===== src/rtl/btn_led_status_ctrl.sv =====
// Button synchroniser/debouncer with press/release pulses, colour-mode FSM,
// heartbeat generator and PWM-dimmed active-low RGB LED driver.

module btn_debounce_lane #(
    parameter int SYNC_STAGES     = 3,
    parameter int DEBOUNCE_CYCLES = 120000
) (
    input  logic clk,
    input  logic reset,
    input  logic btn,
    output logic level,
    output logic press,
    output logic rls
);
    localparam int CW = $clog2(DEBOUNCE_CYCLES);

    logic [SYNC_STAGES-1:0] sync;
    logic [CW-1:0]          cnt;
    logic                   sync_out;

    assign sync_out = sync[SYNC_STAGES-1];

    always_ff @(posedge clk or posedge reset) begin
        if (reset) begin
            sync  <= '0;
            cnt   <= '0;
            level <= 1'b0;
            press <= 1'b0;
            rls   <= 1'b0;
        end else begin
            sync  <= {sync[SYNC_STAGES-2:0], btn};
            press <= 1'b0;
            rls   <= 1'b0;
            if (sync_out == level) begin
                cnt <= '0;
            end else if (cnt == CW'(DEBOUNCE_CYCLES - 1)) begin
                // mismatch held long enough: commit level and pulse on the same edge
                level <= sync_out;
                cnt   <= '0;
                press <= sync_out;
                rls   <= ~sync_out;
            end else begin
                cnt <= cnt + 1'b1;
            end
        end
    end
endmodule

module btn_led_status_ctrl #(
    parameter int NUM_BTN         = 2,
    parameter int SYNC_STAGES     = 3,
    parameter int DEBOUNCE_CYCLES = 120000,
    parameter int HB_HALF         = 6000000,
    parameter int PWM_BITS        = 8
) (
    input  logic                clk,
    input  logic                reset,
    input  logic [NUM_BTN-1:0]  btn,
    input  logic [PWM_BITS-1:0] pwm_duty,
    output logic [NUM_BTN-1:0]  btn_level,
    output logic [NUM_BTN-1:0]  btn_press,
    output logic [NUM_BTN-1:0]  btn_release,
    output logic                heartbeat,
    output logic [1:0]          mode,
    output logic                led_r,
    output logic                led_g,
    output logic                led_b
);
    localparam int HW = $clog2(HB_HALF);

    typedef enum logic [1:0] {
        M_HB    = 2'd0,
        M_RED   = 2'd1,
        M_BLUE  = 2'd2,
        M_GREEN = 2'd3
    } mode_t;

    mode_t               state, state_nxt;
    logic [HW-1:0]       hb_cnt;
    logic [PWM_BITS-1:0] pwm_cnt;
    logic                pwm_on;
    logic                led_r_nxt, led_g_nxt, led_b_nxt;

    for (genvar i = 0; i < NUM_BTN; i++) begin : g_lane
        btn_debounce_lane #(
            .SYNC_STAGES     (SYNC_STAGES),
            .DEBOUNCE_CYCLES (DEBOUNCE_CYCLES)
        ) u_lane (
            .clk   (clk),
            .reset (reset),
            .btn   (btn[i]),
            .level (btn_level[i]),
            .press (btn_press[i]),
            .rls   (btn_release[i])
        );
    end

    always_ff @(posedge clk or posedge reset) begin
        if (reset) begin
            hb_cnt    <= '0;
            heartbeat <= 1'b0;
            pwm_cnt   <= '0;
        end else begin
            pwm_cnt <= pwm_cnt + 1'b1;
            if (hb_cnt == HW'(HB_HALF - 1)) begin
                hb_cnt    <= '0;
                heartbeat <= ~heartbeat;
            end else begin
                hb_cnt <= hb_cnt + 1'b1;
            end
        end
    end

    assign pwm_on = (pwm_cnt < pwm_duty);

    always_ff @(posedge clk or posedge reset) begin
        if (reset) begin
            state <= M_HB;
            led_r <= 1'b1;
            led_g <= 1'b1;
            led_b <= 1'b1;
        end else begin
            state <= state_nxt;
            led_r <= led_r_nxt;
            led_g <= led_g_nxt;
            led_b <= led_b_nxt;
        end
    end

    // home beats advance when both presses land on the same edge
    always_comb begin
        state_nxt = state;
        led_r_nxt = 1'b1;
        led_g_nxt = 1'b1;
        led_b_nxt = 1'b1;
        if (btn_press[1]) begin
            state_nxt = M_HB;
        end else if (btn_press[0]) begin
            case (state)
                M_HB:    state_nxt = M_RED;
                M_RED:   state_nxt = M_BLUE;
                M_BLUE:  state_nxt = M_GREEN;
                default: state_nxt = M_HB;
            endcase
        end
        case (state)
            M_HB:    led_g_nxt = ~(heartbeat & pwm_on);
            M_RED:   led_r_nxt = ~pwm_on;
            M_BLUE:  led_b_nxt = ~pwm_on;
            default: led_g_nxt = ~pwm_on;
        endcase
    end

    assign mode = state;
endmodule


===== config.mk =====
export PLATFORM = sky130hd
export DESIGN_NAME = btn_led_status_ctrl
export DESIGN_NICKNAME = d
export VERILOG_FILES = /design/src/rtl/btn_led_status_ctrl.sv
export SDC_FILE = /design/constraint.sdc
export NUM_CORES = 1
export LEC_CHECK = 0
export CAP_MARGIN = 20
export CORE_ASPECT_RATIO = 0.6
export CORE_MARGIN = 3
export CORE_UTILIZATION = 60
export CTS_CLUSTER_SIZE = 10
export DETAILED_ROUTE_END_ITERATION = 7
export PLACE_DENSITY = 0.8
export SYNTH_ARGS = -nofsm -noshare
export SYNTH_HDL_FRONTEND = slang
export SYNTH_SLANG_ARGS = --single-unit
export TNS_END_PERCENT = 5

===== constraint.sdc =====
create_clock -name clk -period 8 [get_ports clk]
set_input_delay 1.6 -clock clk [delete_from_list [all_inputs] [get_ports clk]]
set_output_delay 1.6 -clock clk [all_outputs]
set_load 0.1 [all_outputs]

Zoomed window:
Window x 41 to 71, y 34 to 64 um. Cells in gray, sequential cells in the stronger gray; small squares are vias.
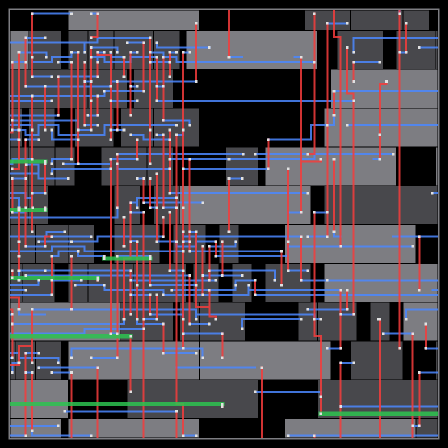
color	layer
green	M3
red	M2
blue	M1
cells with their middle in the window	66
most frequent	dfrtp_1 (13), nor2_1 (5), xnor2_1 (5)
netlist names of flops here include	`hb_cnt` (10)
sequential cells in the window	13

Logic cells by family:
(6 px per um)
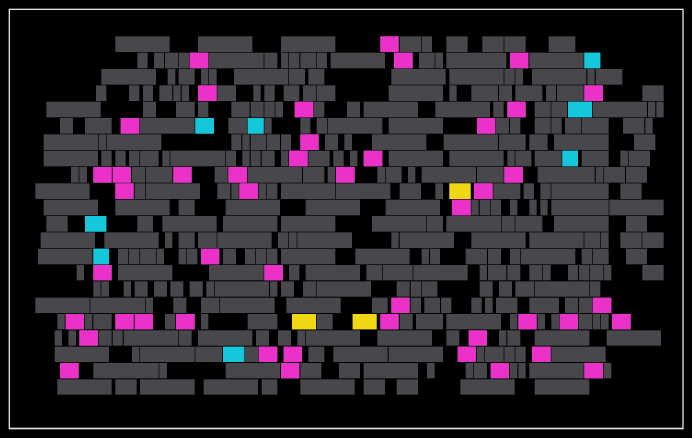
color	family	cells
magenta	xor and xnor cells	46
cyan	non-inverting ao/oa cells	8
yellow	mux cells	3

Congestion heat map:
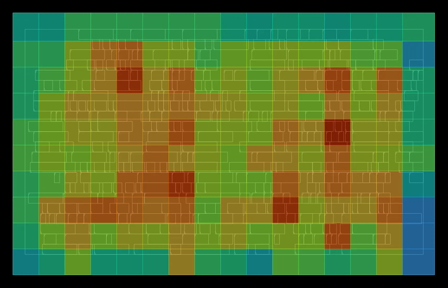
met1 Track Usage GR: 30.8%
met2 Use GR: 31.7%
met3 global-route usage: 6.10%
Util after Layout: 73.3%

Signal wires on met1:
(4 px per um) Supply wires on this layer in gray.
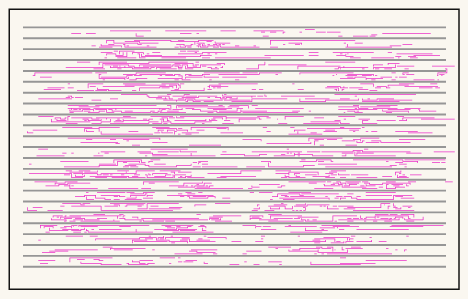
wire length on this layer	3790 um
share of all routed wire	49%

==> impl_metrics.toml <==
# yosys + openroad results
[outcome]
status = "complete, no violations"

[grt]
grt_max_degree = 84
grt_use_total_pct = 21.3
first_global_vias = 2756

[pwr]
finalPower_uw = 883
pwr-share-seq_pct = 48.4
p_clk_share_pct = 48.4
power_density_nw_per_um2 = 190
swShare_pct = 20.5

[clock_tree]
clk_pin_slew_ns = 0.06
h-tree-depth = 3
cts-resized-gates = 0
cts_hold_buf = 0
clk_latency_ns = 0.34

[setup_path]
max_stage_delay_ns = 1.12
ff2ff_path_depth = 5
critPathLaunchType = "register"
critical_path_arrival_ns = 1.98

[yosys]
floorplan.nets = 415
synth_area_sq_um = 4050
yosysCellCount = 388
synth_warnings = 0

[die]
std_cell_rows = 22
initCoreUtil_pct = 64.0

[timing]
worst_slew_pin_slew_ns = 1.09
grt_setup_unrepaired = "false"
final.setup.tns_ns = 0
finalCriticalPeriod_ns = 3.58

[place]
place_congestion = 0.807
dpl.cell_count = 480

[detailed_routing]
dr.pass1.iters = 4
first_iter_violations = 219
route.vias.total = 2922

[layout]
stdcell_count = 497
layout_top_cells = "dfrtp_1, nor2_1, xor2_1, nand2_1, clkdlybuf4s50_1"

[job]
warning_count = 29
## Yosys cell counts, types with 3 or more instances
cell	number	share of area (%)
and2_1	4	0.62
or4_1	8	1.5
nand3_1	22	2.7
nor3_1	8	0.99
or3_1	8	1.2
nand2_1	24	2.2
a21oi_1	14	1.7
clkbuf_1	8	0.74
dfrtp_1	80	49
buf_4	7	1.3
dfstp_2	3	1.9
xnor2_1	22	4.8
nand4_1	14	2.2
o31ai_1	6	1.1
nor3b_1	6	1.1
inv_1	18	1.7
xor2_1	24	5.2
ha_1	15	4.6
o21ai_0	8	0.99
nor2_1	35	3.2
and4_1	8	1.7
and3_1	11	1.7
## metal layers
layer | vias to the layer above | track usage, % | wire, um
li1 | 1405 | - | -
met1 | 1438 | 30.8 | 3790
met2 | 71 | 31.7 | 3480
met3 | 8 | 6.10 | 365
met4 | 0 | 5.73 | 68
met5 | - | 0 | 0
## sequential cells by signal, summed over array words and instances, names as in the netlist
signal / cells
g_lane.u_lane.sync: 6
g_lane.u_lane.cnt: 34
led_r: 1
g_lane.u_lane.rls: 2
heartbeat: 1
g_lane.u_lane.press: 2
led_g: 1
led_b: 1
hb_cnt: 23
mode: 2
g_lane.u_lane.level: 2
pwm_cnt: 8
## power groups by stage
stage / Clock [uW] / Sequential [uW] / Combinational [uW]
floorplan: 0 / 434 / 16.1
global placement: 0 / 434 / 26.2
detailed placement: 0 / 435 / 26.6
CTS: 435 / 427 / 27.4
global route: 452 / 427 / 31.8
finish: 427 / 427 / 28.1
## worst paths after layout
check | from | endpoint | slack [ns]
worst max-delay path | led_r | led_r | 4.42
worst min-delay path | g_lane[0].u_lane.sync[0] | g_lane[0].u_lane.sync[1] | 0.34
worst max register to register | g_lane[1].u_lane.cnt[0] | g_lane[1].u_lane.cnt[10] | 5.76
worst min register to register | g_lane[0].u_lane.sync[0] | g_lane[0].u_lane.sync[1] | 0.34
max in group asynchronous | reset | g_lane[0].u_lane.cnt[15] | 5.81
min in group asynchronous | reset | pwm_cnt[1] | 1.60
## final cells by class
cell class                 instances  area (sq um)  share of cell area [%]
inverter                          18          68.8                    1.48
multi-input combinational        270          1800                    38.8
clock buffer                      12           267                    5.74
clock inverter                     4          47.5                    1.02
tap                               84           105                    2.26
timing repair buffer              26           273                    5.87
sequential                        83          2080                    44.8
## cell families (layout without fill, tap and decap cells)
family | count (synthesis) | count (layout) | share of synthesized area [%]
flops | 83 | 83 | 51.4
compound gates | 43 | 43 | 6.83
mux | 3 | 3 | 0.803
simple gates | 163 | 163 | 22.3
fa+ha+maj | 15 | 15 | 4.64
xor+xnor | 46 | 46 | 9.95
buf+inv | 35 | 60 | 4.11
## per-stage QoR
step / instance area, sq um / hold slack [ns]
after floorplan: 4050 / 0.331
after global placement: 4300 / 0.333
after detailed placement: 4300 / 0.337
after CTS: 4620 / 0.347
after global routing: 4640 / 0.355
final: 4640 / 0.342
No activity file was given, so power comes from the tool's default toggle rates.
